**config.mk**
```make
export PLATFORM = sky130hd
export DESIGN_NAME = pc_gen
export DESIGN_NICKNAME = d
export VERILOG_FILES = /design/src/rtl/pc_gen_pkg.sv /design/src/rtl/pc_gen.sv
export SDC_FILE = /design/constraint.sdc
export NUM_CORES = 1
export LEC_CHECK = 0
export CAP_MARGIN = 20
export CELL_PAD_IN_SITES_DETAIL_PLACEMENT = 2
export CELL_PAD_IN_SITES_GLOBAL_PLACEMENT = 2
export CORE_MARGIN = 1.5
export CORE_UTILIZATION = 25
export DETAILED_ROUTE_END_ITERATION = 6
export PLACE_DENSITY_LB_ADDON = 0.08
export SYNTH_ARGS = -nofsm -noshare
export SYNTH_HDL_FRONTEND = slang
export SYNTH_SLANG_ARGS = --single-unit
export TNS_END_PERCENT = 100
```
**constraint.sdc**
```tcl
create_clock -name clk -period 2.9 [get_ports clk]
set_input_delay 0.58 -clock clk [delete_from_list [all_inputs] [get_ports clk]]
set_output_delay 0.58 -clock clk [all_outputs]
set_load 0.05 [all_outputs]
```
**src/rtl/pc_gen_pkg.sv**
```systemverilog
// Shared fetch-side definitions for the PC generation stage.
//   INST_ADDR_BUS : instruction address bus width
//   RESET_PC_DEF  : PC fetched first after reset
//   pc_state_e    : PC generator FSM state encoding
package pc_gen_pkg;

   localparam int INST_ADDR_BUS = 32;

   localparam logic [INST_ADDR_BUS-1:0] RESET_PC_DEF = 32'h0000_0000;

   typedef enum logic [1:0] {
      PC_IDLE  = 2'd0,
      PC_FETCH = 2'd1,
      PC_WAIT  = 2'd2
   } pc_state_e;

endpackage : pc_gen_pkg

```
**src/rtl/pc_gen.sv**
```systemverilog
// PC generation stage: holds the fetch PC and drives the instruction-memory
// request handshake, selecting the next PC from redirect, prediction, hold
// or sequential sources.
// Ports:
//   clk, rst        : clock, synchronous active-high reset
//   stall_i         : hold PC and request
//   flush_i         : redirect from EX (highest priority), target flush_target_i
//   prdt_taken_i    : ifu predicts taken, target prdt_target_i
//   inst_ack_i      : instruction memory accepted request this cycle
//   inst_req_o      : fetch request to instruction memory
//   pc_o            : current fetch PC / memory address
//   pc_valid_o      : pc_o/instruction pair valid for ifu this cycle
//   misalign_o      : pulse after a redirect target with nonzero low bits
module pc_gen
   import pc_gen_pkg::*;
#(
   parameter int                 ADDR_W   = INST_ADDR_BUS,
   parameter logic [ADDR_W-1:0]  RESET_PC = ADDR_W'(RESET_PC_DEF)
) (
   input  logic              clk,
   input  logic              rst,
   input  logic              stall_i,
   input  logic              flush_i,
   input  logic [ADDR_W-1:0] flush_target_i,
   input  logic              prdt_taken_i,
   input  logic [ADDR_W-1:0] prdt_target_i,
   input  logic              inst_ack_i,
   output logic              inst_req_o,
   output logic [ADDR_W-1:0] pc_o,
   output logic              pc_valid_o,
   output logic              misalign_o
);

   pc_state_e         state_q, state_d;
   logic [ADDR_W-1:0] pc_q, pc_d;
   logic              inst_req_q, inst_req_d;
   logic              misalign_q, misalign_d;

   always_comb begin
      state_d    = state_q;
      pc_d       = pc_q;
      misalign_d = 1'b0;
      case (state_q)
         PC_IDLE: begin
            // pc stays at RESET_PC so the first request goes out one cycle
            // after reset release
            state_d = PC_FETCH;
         end
         default: begin
            if (flush_i) begin
               // redirect beats stall and wait; any ack this cycle is dropped
               pc_d       = {flush_target_i[ADDR_W-1:2], 2'b00};
               misalign_d = |flush_target_i[1:0];
               state_d    = PC_FETCH;
            end else if (stall_i) begin
               state_d = state_q;
            end else if (!inst_ack_i) begin
               state_d = PC_WAIT;
            end else if (prdt_taken_i) begin
               pc_d       = {prdt_target_i[ADDR_W-1:2], 2'b00};
               misalign_d = |prdt_target_i[1:0];
               state_d    = PC_FETCH;
            end else begin
               pc_d    = pc_q + ADDR_W'(4);
               state_d = PC_FETCH;
            end
         end
      endcase
      inst_req_d = (state_d != PC_IDLE);
   end

   always_ff @(posedge clk) begin
      if (rst) begin
         state_q    <= PC_IDLE;
         pc_q       <= RESET_PC;
         inst_req_q <= 1'b0;
         misalign_q <= 1'b0;
      end else begin
         state_q    <= state_d;
         pc_q       <= pc_d;
         inst_req_q <= inst_req_d;
         misalign_q <= misalign_d;
      end
   end

   assign inst_req_o = inst_req_q;
   assign pc_o       = pc_q;
   assign misalign_o = misalign_q;
   assign pc_valid_o = inst_req_q & inst_ack_i & ~flush_i;

endmodule : pc_gen
```
Run 1, clock network drawn from the DEF:
Drawn at 6 px/um.
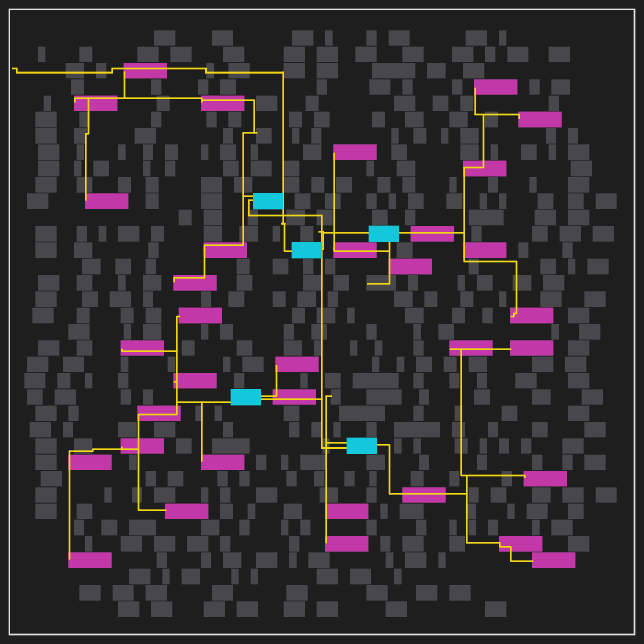
clock-net drivers: in cyan, count 5. clock wires: in yellow, length 618 um. flip-flops: in magenta, count 34.
There are 6 routed clock nets. Position of the flops: widely spread.
worst clock skew: 3.66 ps
clk latency late pin: 290 ps

Run 1, local utilization:
Drawn at 3 px/um. 10 x 10 tiles, from black (low) to pale yellow (high), 0 to 100% covered.
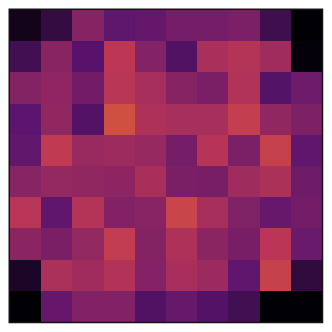
The densest ninth of the die: middle. 5.0% of the tiles are nearly empty. The mean over all tiles is 34%. The fullest tile reaches 57%.
effective utilization at floorplan: 25.9%
Core Box Area: 9820 um^2

==> summary.txt, run 1 <==
Notes from the flow run.

Status:
- The run finished with clean final reports.

Floorplan:
- The run puts the die boundary height at 104 um.
- For this floorplan the total number of well-tap instances is roughly 130.

Drt:
- The run gives the number of design-rule violations left by the first detailed-router iteration as 130.
- The run puts the per-cell routed wire length at between 15 and 20 um.
- For this run, the detailed router's first-pass iteration total came to 4.
- After detailed routing, the number of remaining DRC violations is 0.
- The run gives the via count of the routed design as 3,154.

Yosys:
- The run puts the register bit total from synthesis at 34.
- By instance count, the leading cell after synthesis is a21oi_1.
- The run puts the fraction of synthesized area in multiplexers at 2.41%.
- After synthesis, the chip area reported by Yosys is roughly 2500 um^2.
- The synthesis report names the predominant flop master as dfxtp_1.
- The run puts the share of async-settable or async-resettable flops after synthesis at 0%.
- The warning tally printed by Yosys for this design is 0.
- A synthesized cell averages 7.43 um^2.
- The area fraction of the largest cell type after synthesis is 26.7%.
- Per the synthesis report, the dominant area consumer among library cells is dfxtp_1.

Cells and area:
- The run gives the combinational share of cell area as 44.5%.
- Per the area breakdown, the dominant cell category is multi-input combinational cells.
- The run puts the count of filler cells inserted in the layout at 1,184.
- The finished cells cover 3850 um^2.
- The final layout contains 514 nets.
- The layout report lists the multi-input gate area as 1710 um^2.
- The run puts the sequential cell area at 681 um^2.
- The repair_antennas step left the layout with diodes totalling 0.
- After layout, the clock buffer instance count stands at 6.

Critical path:
- In this design, the largest share of critical-path delay is due to buffers and inverters.
- The run gives the arrival time reported for the critical path endpoint as 1840 ps.
- The run gives the class of the most critical setup path as primary input to primary output.

Placement:
- For this run the detailed placement stage logged an HPWL of 8160 um.
- The run puts the count of buffers from port buffering at a little over 100.
- The run gives the final RePlAce weighted congestion as 0.744.

Clocking:
- The run puts the register clock-pin slew on the reported worst setup and hold paths at 80 ps.
- CTS placed an instance of clkbuf_8 at the clock tree root.
- The run puts the total clock buffers created by CTS at 5.
- The run gives the total number of H-tree levels as 2.

STA:
- The run gives the final-report setup violation count as 0.
- The run gives the transition time at the pin with the least slew margin as 723 ps.
- The max-slew check reports its worst relative slack as roughly half.
- The run puts the time the worst path needs with I/O delays and setup at about 2400 ps.

Min path:
- In this run the worst hold path is classified as flop to flop.

Global routing:
- The via count of the first global-routing pass was 3,446.
- The run puts the largest net degree at the start of global routing at between 40 and 50.
- The run puts the initial antenna violation count at 0.
Run 1, a small window of the routed layout:
Window x 39 to 64, y 39 to 64 um. Cells in grey, sequential cells in the stronger grey; small squares are vias.
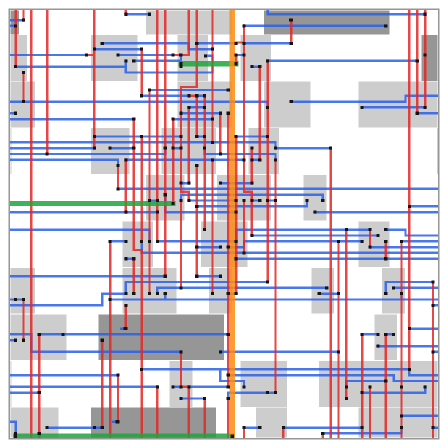
M3: in green. M1: in blue. M4: in orange. M2: in red.
Sequential cells in the window: 3. Most frequent: nor2_1 (4), buf_4 (4). Netlist names of flops here include pc_o (3). 33 logic cells have their middle in the window.

==> run 1: worst reg2reg max path, stage by stage, from the launching register on <==
cell and delay (ps):
dfxtp_1 350, buf_4 160, nand4_2 200, nor4_4 580
nand4_1 190, or3_1 380, o211a_1 140
==> run 1: metrics by stage <==
| stage | setup WS (ps) | utilization (%) |
|---|---|---|
| final | 480 | 39.2 |
| after detailed placement | 286 | 38.2 |
| after CTS | 466 | 39.2 |
| after floorplan | 647 | - |
| after global routing | 363 | 39.2 |
| after global placement | 351 | 38.2 |
==> run 1: path summary, 6_finish.rpt <==
check            from    endpoint  slack (ps)  cells past startpoint
max           flush_i  pc_valid_o         480                      5
min          pc_o[27]    pc_o[27]         550                      2
max reg2reg   pc_o[2]    pc_o[29]         820                      6
min reg2reg  pc_o[27]    pc_o[27]         550                      2
==> run 1: flip-flops by register name, summed over array words and instances, names as in the netlist <==
signal and flops:
misalign_o 1, state_q 2, inst_req_o 1, pc_o 30
==> run 1: layer usage <==
layer / wire, um / part of all wire [%] / global-route usage [%]
met5: 0 / 0 / 0
met4: 97 / 0.87 / 3.77
met2: 5340 / 48 / 37.2
met1: 5180 / 46 / 27.0
met3: 549 / 4.9 / 3.82
==> run 1: where the power goes <==
group          switching [mW]  internal (mW)
clock network           0.202          0.191
registers              0.0551          0.500
logic                   0.304          0.232
==> run 1: placed cells by master, fill, tap and decap left out, types with 9 or more instances in the layout <==
cell type and n:
a21oi_1 37, buf_4 17, clkdlybuf4s50_1 100, dfxtp_1 34, inv_1 10, nand2_1 31
nand3_1 14, nor2_1 27, o21ai_0 29, o22ai_1 9
==> run 2, diff against run 1 <==
Settings changed: CORE_UTILIZATION 25 to 21.
Clock period 2.9 ns to 2.19 ns, I/O delays scaled along.
Run 2, local utilization:
Drawn at 2 px/um. 11 x 11 tiles, from black (low) to pale yellow (high), 0 to 100% covered.
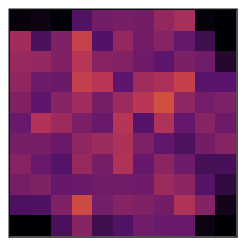
The fullest tile reaches 57%. 6.6% of the tiles are nearly empty. The densest ninth of the die: middle. The mean over all tiles is 31%.

==> run 2 against run 1 <==
  * Synthesized area is the same
  * Largest cell class unchanged
  * Clock power grew 78%
  * Worst setup slack lost 410 ps
  * First-iteration DRC count shrank 14%
  * Cell area grew 6.7%
  * Hold slack lost 36 ps
  * Critical endpoint unchanged
  * Global-route usage shrank 1.9 points
  * Routed wire length grew 8.0%
  * Non-clock buffer count grew 25
  * Sequential power grew 32%
  * Sequential share of layout area shrank 1.0 points
==> summary.txt, run 2 <==
Notes from the flow run.

Status:
- The flow ran to the end, and the final reports show no timing, DRC or antenna violations.

Drt:
- The run gives the via count of the routed design as 3,245.
- The run gives the detailed-router iteration count before antenna repair as 4.
- The script logs the mean routed wire length per placed instance as 19.6 um.
- The first routing iteration left 112 violations.
- The run puts the met2 wirelength from detailed routing at 5890 um.
- The run puts the number of remaining DRC errors at 0.

Cells and area:
- Per the layout area report, the register area comes to 683 um^2.
- The run gives the count of nets after finishing as 539.
- The run puts the count of filler cells inserted in the layout at 1,416.
- The layout report lists the multi-input gate area as between 1500 and 2000 um^2.
- For the completed layout, the total cell area is recorded as a little over 4000 um^2.

Yosys:
- Sorting the Yosys area breakdown by cell type puts at the top dfxtp_1.
- The run gives the total of warnings raised by yosys as 0.
- The run puts the yosys stat chip area at ~2500 um^2.
- Among all flip-flop cells after synthesis, the most frequent one is dfxtp_1.
- In this run the biggest area consumer among cell types represents between 20% and 30% of the synthesized area.
- The run puts the share of async-settable or async-resettable flops after synthesis at 0%.
- The synthesis stat section lists a flop and latch total of 34.

Critical path:
- In this run the critical register-to-register path is captured at pc_o[26].
- The run gives the launching element of the worst setup path as flush_i.
- The run puts the worst-case register-to-register setup slack at between 150 and 200 ps.
- The run puts the arrival time reported for the critical path endpoint at roughly 1700 ps.
- The run gives the termination of the worst setup path as pc_valid_o.
- The run gives the worst-case reg-to-reg path depth as 7.
- Looking at the reg2reg group, the worst path starts from pc_o[3].

STA:
- The run puts the time the worst path needs with I/O delays and setup at 2120 ps.
- Derived from the worst setup path, the maximum achievable clock frequency is around 470 MHz.
- The slew check shows that the tightest pin keeps a relative margin of 65.0%.
- The run puts the transition time at the pin with the least slew margin at roughly 520 ps.
- Endpoints with negative setup slack in the final report add up to 0.

Global routing:
- The initial antenna violation count came to 0.
- The run puts the largest net degree at the start of global routing at 30.

Placement:
- The run puts the pre-CTS worst setup slack at -140 ps.
- The run gives the HPWL after detailed placement as 9220 um.
- The run puts the final RePlAce weighted congestion at 0.769.
- The run puts the count of buffers from port buffering at 102.

Floorplan:
- The die is between 100 and 150 um tall.
- The run gives the core area as 11,900 um^2.

Min path:
- The run gives the worst min-delay path category as flop to flop.

Clocking:
- The run puts the total number of H-tree levels at 2.
- TritonCTS created 5 clock buffers.
-- run 2: cells by family after synthesis --
group                    after synthesis  share of synthesized area [%]
flip-flops                            34                           26.7
other                                  1                          0.147
multiplexers                           6                           2.41
buffers and inverters                 38                           6.43
XOR/XNOR                               5                           1.72
adder cells (fa/ha/maj)                1                          0.491
AND/OR/NAND/NOR                      117                           25.9
AND-OR/OR-AND                        141                           36.2
-- run 2: worst min-delay path by stage --
| stage | to | startpoint | depth (start not counted) | slack [ps] |
|---|---|---|---|---|
| 6_report | pc_o[3] | pc_o[3] | 2 | 510 |
| 5_1_grt | pc_o[3] | pc_o[3] | 2 | 560 |
| 4_1_cts | pc_o[3] | pc_o[3] | 2 | 520 |
| 3_5_place_dp | pc_o[3] | pc_o[3] | 2 | 510 |
| 3_3_place_gp | pc_o[3] | pc_o[3] | 2 | 510 |
| 2_1_floorplan | state_q[1] | state_q[1] | 2 | 490 |
-- run 2: report_power, final --
| group | leakage [nW] | switching [mW] | internal (mW) |
|---|---|---|---|
| Sequential | 0.280 | 0.0700 | 0.664 |
| Combinational | 1.19 | 0.416 | 0.342 |
| Clock | 0.0640 | 0.283 | 0.417 |
-- run 2: per-layer routing --
| metal | GRT usage [%] | up-vias |
|---|---|---|
| li1 | - | 1557 |
| met1 | 24.9 | 1606 |
| met2 | 33.2 | 76 |
| met3 | 3.80 | 6 |
| met4 | 3.42 | 0 |
| met5 | 0 | - |
-- run 2: area by class of cell --
class	instances	area share, %
Inverter	11	1.01
Tap cell	147	4.48
Sequential cell	34	16.6
Clock buffer	7	3.23
Multi-Input combinational cell	272	41.7
Timing Repair Buffer	144	33.0
-- run 2: critical path, cell delays in order --
cell and delay [ps]:
clkdlybuf4s50_1 480, buf_6 140, clkinv_1 90, buf_4 190
and3_1 150, buf_4 180
Power is estimated from default activity; no workload was simulated.
